$ cat src/rtl/id_ex_operand_stage_pkg.sv
// Shared ALU opcode constants and default datapath widths for the ID/EX operand stage.
package id_ex_operand_stage_pkg;

  localparam int unsigned BIT_WIDTH_DEF = 32;
  localparam int unsigned REG_BITS_DEF  = 4;
  localparam int unsigned OP_BITS_DEF   = 5;

  localparam logic [4:0] ALU_ADD = 5'b00000;
  localparam logic [4:0] ALU_SUB = 5'b00001;
  localparam logic [4:0] ALU_AND = 5'b00010;
  localparam logic [4:0] ALU_OR  = 5'b00011;
  localparam logic [4:0] ALU_XOR = 5'b00100;
  localparam logic [4:0] ALU_SLL = 5'b00101;
  localparam logic [4:0] ALU_SRL = 5'b00110;
  localparam logic [4:0] ALU_SRA = 5'b00111;
  localparam logic [4:0] ALU_SLT = 5'b01000;
  // ALU_F is the do-nothing op carried by bubbles.
  localparam logic [4:0] ALU_F   = 5'b01001;

endpackage

$ cat src/rtl/id_ex_operand_stage_operand_fwd_mux.sv
// Three-source priority operand mux: EX result, then MEM result, then register file data.
module operand_fwd_mux
  import id_ex_operand_stage_pkg::*;
#(
  parameter int unsigned BIT_WIDTH = BIT_WIDTH_DEF,
  parameter int unsigned REG_BITS  = REG_BITS_DEF
) (
  input  logic [REG_BITS-1:0]  i_src_idx,
  input  logic [BIT_WIDTH-1:0] i_rf_data,
  input  logic                 i_ex_fwd_en,
  input  logic [REG_BITS-1:0]  i_ex_rd,
  input  logic [BIT_WIDTH-1:0] i_ex_data,
  input  logic                 i_mem_fwd_en,
  input  logic [REG_BITS-1:0]  i_mem_rd,
  input  logic [BIT_WIDTH-1:0] i_mem_data,
  output logic [BIT_WIDTH-1:0] o_data_c
);

  logic w_ex_hit;
  logic w_mem_hit;

  assign w_ex_hit  = i_ex_fwd_en  && (i_ex_rd  == i_src_idx);
  assign w_mem_hit = i_mem_fwd_en && (i_mem_rd == i_src_idx);

  // Newest producer wins.
  always_comb begin
    o_data_c = i_rf_data;
    if (w_ex_hit) begin
      o_data_c = i_ex_data;
    end else if (w_mem_hit) begin
      o_data_c = i_mem_data;
    end
  end

endmodule

$ cat src/rtl/id_ex_operand_stage.sv
// ID/EX pipeline register with per-source operand forwarding and load-use stall generation.
module id_ex_operand_stage
  import id_ex_operand_stage_pkg::*;
#(
  parameter int unsigned BIT_WIDTH = BIT_WIDTH_DEF,
  parameter int unsigned REG_BITS  = REG_BITS_DEF,
  parameter int unsigned OP_BITS   = OP_BITS_DEF
) (
  input  logic                 clk,
  input  logic                 reset,
  input  logic                 dec_valid,
  input  logic [REG_BITS-1:0]  dec_rs1,
  input  logic [REG_BITS-1:0]  dec_rs2,
  input  logic                 dec_use_rs1,
  input  logic                 dec_use_rs2,
  input  logic [BIT_WIDTH-1:0] dec_rs1_data,
  input  logic [BIT_WIDTH-1:0] dec_rs2_data,
  input  logic [BIT_WIDTH-1:0] dec_imm,
  input  logic                 dec_use_imm,
  input  logic [OP_BITS-1:0]   dec_alu_op,
  input  logic [REG_BITS-1:0]  dec_rd,
  input  logic                 dec_reg_wr,
  input  logic                 dec_mem_rd,
  input  logic                 dec_mem_wr,
  input  logic [BIT_WIDTH-1:0] dec_pc,
  input  logic [BIT_WIDTH-1:0] ex_alu_out,
  input  logic [REG_BITS-1:0]  mem_rd_idx,
  input  logic                 mem_reg_wr,
  input  logic [BIT_WIDTH-1:0] mem_result,
  input  logic                 flush,
  output logic                 stall,
  output logic                 ex_valid,
  output logic [BIT_WIDTH-1:0] ex_operand1,
  output logic [BIT_WIDTH-1:0] ex_operand2,
  output logic [BIT_WIDTH-1:0] ex_store_dat,
  output logic [OP_BITS-1:0]   ex_alu_op,
  output logic [REG_BITS-1:0]  ex_rd,
  output logic                 ex_reg_wr,
  output logic                 ex_mem_rd,
  output logic                 ex_mem_wr,
  output logic [BIT_WIDTH-1:0] ex_pc
);

  localparam logic [OP_BITS-1:0] BUBBLE_OP = OP_BITS'(ALU_F);

  logic                 r_valid;
  logic [BIT_WIDTH-1:0] r_operand1;
  logic [BIT_WIDTH-1:0] r_operand2;
  logic [BIT_WIDTH-1:0] r_store_dat;
  logic [OP_BITS-1:0]   r_alu_op;
  logic [REG_BITS-1:0]  r_rd;
  logic                 r_reg_wr;
  logic                 r_mem_rd;
  logic                 r_mem_wr;
  logic [BIT_WIDTH-1:0] r_pc;

  logic                 w_ex_fwd_en;
  logic [BIT_WIDTH-1:0] w_fwd1;
  logic [BIT_WIDTH-1:0] w_fwd2;
  logic                 w_lu;
  logic                 w_capture;

  logic                 w_nxt_valid;
  logic [BIT_WIDTH-1:0] w_nxt_operand1;
  logic [BIT_WIDTH-1:0] w_nxt_operand2;
  logic [BIT_WIDTH-1:0] w_nxt_store_dat;
  logic [OP_BITS-1:0]   w_nxt_alu_op;
  logic [REG_BITS-1:0]  w_nxt_rd;
  logic                 w_nxt_reg_wr;
  logic                 w_nxt_mem_rd;
  logic                 w_nxt_mem_wr;
  logic [BIT_WIDTH-1:0] w_nxt_pc;

  // A held load's data is not ready yet, so it never forwards from EX.
  assign w_ex_fwd_en = r_valid && r_reg_wr && !r_mem_rd;

  operand_fwd_mux #(.BIT_WIDTH(BIT_WIDTH), .REG_BITS(REG_BITS)) u_fwd_rs1 (
    .i_src_idx    (dec_rs1),
    .i_rf_data    (dec_rs1_data),
    .i_ex_fwd_en  (w_ex_fwd_en),
    .i_ex_rd      (r_rd),
    .i_ex_data    (ex_alu_out),
    .i_mem_fwd_en (mem_reg_wr),
    .i_mem_rd     (mem_rd_idx),
    .i_mem_data   (mem_result),
    .o_data_c     (w_fwd1)
  );

  operand_fwd_mux #(.BIT_WIDTH(BIT_WIDTH), .REG_BITS(REG_BITS)) u_fwd_rs2 (
    .i_src_idx    (dec_rs2),
    .i_rf_data    (dec_rs2_data),
    .i_ex_fwd_en  (w_ex_fwd_en),
    .i_ex_rd      (r_rd),
    .i_ex_data    (ex_alu_out),
    .i_mem_fwd_en (mem_reg_wr),
    .i_mem_rd     (mem_rd_idx),
    .i_mem_data   (mem_result),
    .o_data_c     (w_fwd2)
  );

  assign w_lu = dec_valid && r_valid && r_mem_rd && r_reg_wr &&
                ((dec_use_rs1 && (dec_rs1 == r_rd)) || (dec_use_rs2 && (dec_rs2 == r_rd)));

  assign stall     = w_lu && !flush && !reset;
  assign w_capture = dec_valid && !flush && !w_lu;

  // Next held instruction: a bubble unless a real, unblocked instruction is decoded.
  always_comb begin
    w_nxt_valid     = 1'b0;
    w_nxt_operand1  = '0;
    w_nxt_operand2  = '0;
    w_nxt_store_dat = '0;
    w_nxt_alu_op    = BUBBLE_OP;
    w_nxt_rd        = '0;
    w_nxt_reg_wr    = 1'b0;
    w_nxt_mem_rd    = 1'b0;
    w_nxt_mem_wr    = 1'b0;
    w_nxt_pc        = '0;
    if (w_capture) begin
      w_nxt_valid     = dec_valid;
      w_nxt_operand1  = w_fwd1;
      w_nxt_operand2  = dec_use_imm ? dec_imm : w_fwd2;
      w_nxt_store_dat = w_fwd2;
      w_nxt_alu_op    = dec_alu_op;
      w_nxt_rd        = dec_rd;
      w_nxt_reg_wr    = dec_reg_wr && dec_valid;
      w_nxt_mem_rd    = dec_mem_rd && dec_valid;
      w_nxt_mem_wr    = dec_mem_wr && dec_valid;
      w_nxt_pc        = dec_pc;
    end
  end

  always_ff @(posedge clk) begin
    if (reset) begin
      r_valid     <= 1'b0;
      r_operand1  <= '0;
      r_operand2  <= '0;
      r_store_dat <= '0;
      r_alu_op    <= BUBBLE_OP;
      r_rd        <= '0;
      r_reg_wr    <= 1'b0;
      r_mem_rd    <= 1'b0;
      r_mem_wr    <= 1'b0;
      r_pc        <= '0;
    end else begin
      r_valid     <= w_nxt_valid;
      r_operand1  <= w_nxt_operand1;
      r_operand2  <= w_nxt_operand2;
      r_store_dat <= w_nxt_store_dat;
      r_alu_op    <= w_nxt_alu_op;
      r_rd        <= w_nxt_rd;
      r_reg_wr    <= w_nxt_reg_wr;
      r_mem_rd    <= w_nxt_mem_rd;
      r_mem_wr    <= w_nxt_mem_wr;
      r_pc        <= w_nxt_pc;
    end
  end

  assign ex_valid     = r_valid;
  assign ex_operand1  = r_operand1;
  assign ex_operand2  = r_operand2;
  assign ex_store_dat = r_store_dat;
  assign ex_alu_op    = r_alu_op;
  assign ex_rd        = r_rd;
  assign ex_reg_wr    = r_reg_wr;
  assign ex_mem_rd    = r_mem_rd;
  assign ex_mem_wr    = r_mem_wr;
  assign ex_pc        = r_pc;

endmodule

$ cat config.mk
export PLATFORM = sky130hd
export DESIGN_NAME = id_ex_operand_stage
export DESIGN_NICKNAME = d
export VERILOG_FILES = /design/src/rtl/id_ex_operand_stage_pkg.sv /design/src/rtl/id_ex_operand_stage_operand_fwd_mux.sv /design/src/rtl/id_ex_operand_stage.sv
export SDC_FILE = /design/constraint.sdc
export NUM_CORES = 1
export LEC_CHECK = 0
export ABC_AREA = 1
export CELL_PAD_IN_SITES_DETAIL_PLACEMENT = 1
export CELL_PAD_IN_SITES_GLOBAL_PLACEMENT = 2
export CORE_MARGIN = 4
export CORE_UTILIZATION = 21
export CTS_BUF_LIST = sky130_fd_sc_hd__clkbuf_16
export DETAILED_ROUTE_END_ITERATION = 7
export PLACE_DENSITY = 0.91
export SLEW_MARGIN = 20
export SYNTH_ARGS = -nofsm -noshare
export SYNTH_HDL_FRONTEND = slang
export SYNTH_HIERARCHICAL = 1
export SYNTH_SLANG_ARGS = --single-unit
$ cat constraint.sdc
create_clock -name clk -period 1.94 [get_ports clk]
set_input_delay 0.388 -clock clk [delete_from_list [all_inputs] [get_ports clk]]
set_output_delay 0.388 -clock clk [all_outputs]
set_load 0.02 [all_outputs]
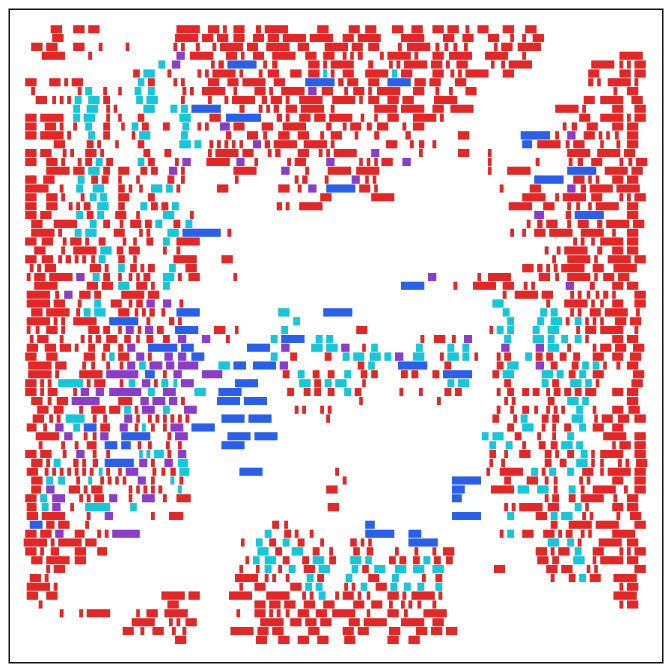
Figure 1: sizing map.
| colour | size | cells |
|---|---|---|
| purple | x3 and x4 | 79 |
| cyan | x2 | 212 |
| red | x1 and smaller | 1150 |
| blue | x6 and larger | 52 |

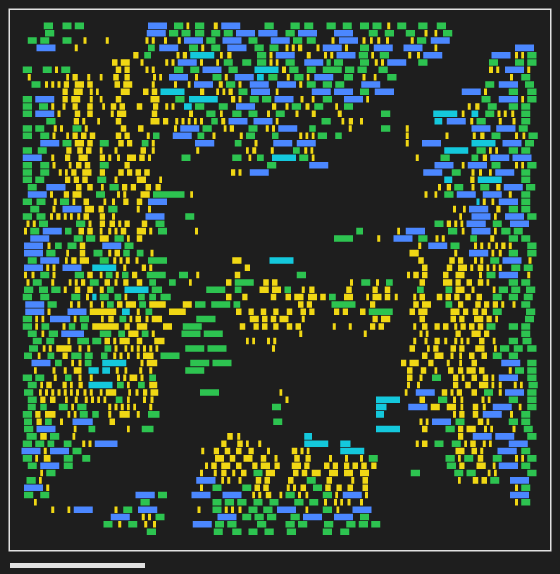
Figure 2: placement by cell class.
The bar under the picture is 50 um long.
| colour | class | cells |
|---|---|---|
| blue | registers | 141 |
| cyan | clock drivers and dummy loads | 32 |
| yellow | remaining logic cells | 872 |
| green | remaining buffers and delay cells | 448 |

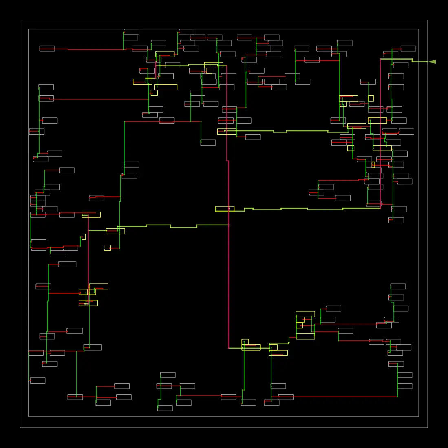
Figure 3: clock nets.
num sequential: 141
clock sink count: 141
Layout clock buffers: 17
Worst Clk Skew: 8.62 ps
Clk power: 3290 uW

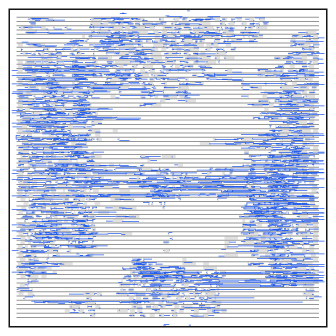
Figure 4: metal 1.
Supply wires on this layer in grey.
share of all routed wire: 40%
main direction: horizontal
longest straight run: 62.1 um

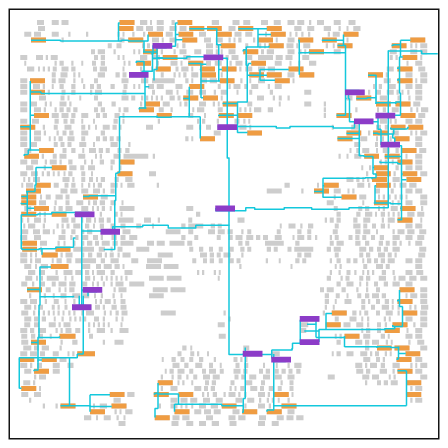
Figure 5: clock distribution.
[purple] clock-net drivers | count: 17
[orange] flip-flops | count: 141
[cyan] clock wires | length: 2460 um
flops lie: spread over the die

==> CHANGELOG.md <==
### Physical design

* Worst hold path depth at 3
* Clock group share of total power at 0.407
* Non-clk invs at 260
* Area delta synth->final at 68.9%
* Top Usage Layer GRT: met2
* Post-synthesis area per instance at just over 7 um^2
* Synth Instances at 1083
* Hold path startpoint: dec_rd[1]
* Logic share of the area at 0.273
* WP data arrival at between 1500 and 2000 ps
* GR Overflow Total at 0
* Met2 wire length at roughly 18000 um
* Yosys stat area at between 7000 and 8000 um^2
* CTS tree: built
* Synth area leaders: dfxtp_1 (36%), inv_1 (12%), nand4_1 (10%)
* Worst VDD drop at 0.625 mV
* Worst r2r path cells at 11
* Worst Hold End: ex_rd[1]$_SDFF_PP0_
* Flops after synth at about 140
* Internal power at 5680 uW
* DRC errors left at 0
* Post-route cell area at between 10000 and 15000 um^2
* Synth unique cells at 26
* Post-DR wirelength/cell at 17.7 um
* Clk root buf: clkbuf_16
* CORE AREA at 36500 um^2
* Chip area at 40100 um^2
* First-pass GRT wire length at between 50000 and 60000 um
* Worst-path fanout max at 2
* Main flop type: dfxtp_1
* Cell total in the yosys stat output at around 1100
* RSZ-0062 raised after global routing: yes
* Layout cell share with drive strength beyond 1 at 0.230
* FMAX at ~0.52 GHz
* Die W at 200 um
* Outcome: finished, final reports clean
* Gpl congestion at 0.863
* Hold Violations, Final at 0
[critical path, delay by kind of cell]
| family | cells | cell delay [ps] |
|---|---|---|
| buf+inv | 3 | 670 |
| simple gates | 7 | 490 |
[metrics by stage]
stage	power, uW	setup TNS [ps]
floorplan	3830	0
finish	8090	0
global route	8500	-128
global placement	4800	-50190
detailed placement	4830	-49490
CTS	8210	-16.7
[cells in the final DEF, fill, tap and decap left out, types with 3 or more instances in the layout]
master             n
dlymetal6s2s_1     4
o21ai_2            3
nor2_4             8
inv_2              9
inv_8              3
dlygate4sd2_1      9
clkdlybuf4s50_1  350
nand4_1          128
inv_1            249
nand2_2          126
nor2_1           184
clkinv_1           3
buf_12            18
buf_6              5
nand2_1           44
inv_6              5
nand3_2           62
dfxtp_1          137
clkbuf_16         19
nand3_1            6
buf_4             58
a21oi_1           32
nor2_2             6
nand2_4            3
[what timing repair did]
item / 4_1_cts / 5_1_grt
endpoints found under the setup margin: 17 / 33
setup buffers: 2 / 2
pin swaps: 2 / 10
cloned: 1 / 2
resized: 24 / 17
[logic make-up after synthesis]
group                     share of synthesized area
AOI/OAI and AO/OA                            0.0242
xor gates and xnor gates                    0.00644
buffers and inverters                         0.184
DFF                                           0.363
and+or+nand+nor                               0.422
[sequential cells by signal (all words and copies together), names as in the netlist, 4 cells and up]
name          cells
ex_operand1      32
ex_operand2      32
ex_pc            32
ex_store_dat     32
ex_alu_op         5
ex_rd             4
[power groups by stage]
stage / clock [uW] / combinational [uW] / sequential (uW)
2_1_floorplan: 0 / 654 / 3180
3_3_place_gp: 0 / 1740 / 3070
3_5_place_dp: 0 / 1760 / 3070
4_1_cts: 3420 / 1790 / 3000
5_1_grt: 3540 / 1950 / 3010
6_report: 3290 / 1800 / 3000
No activity file was given, so power comes from the tool's default toggle rates.
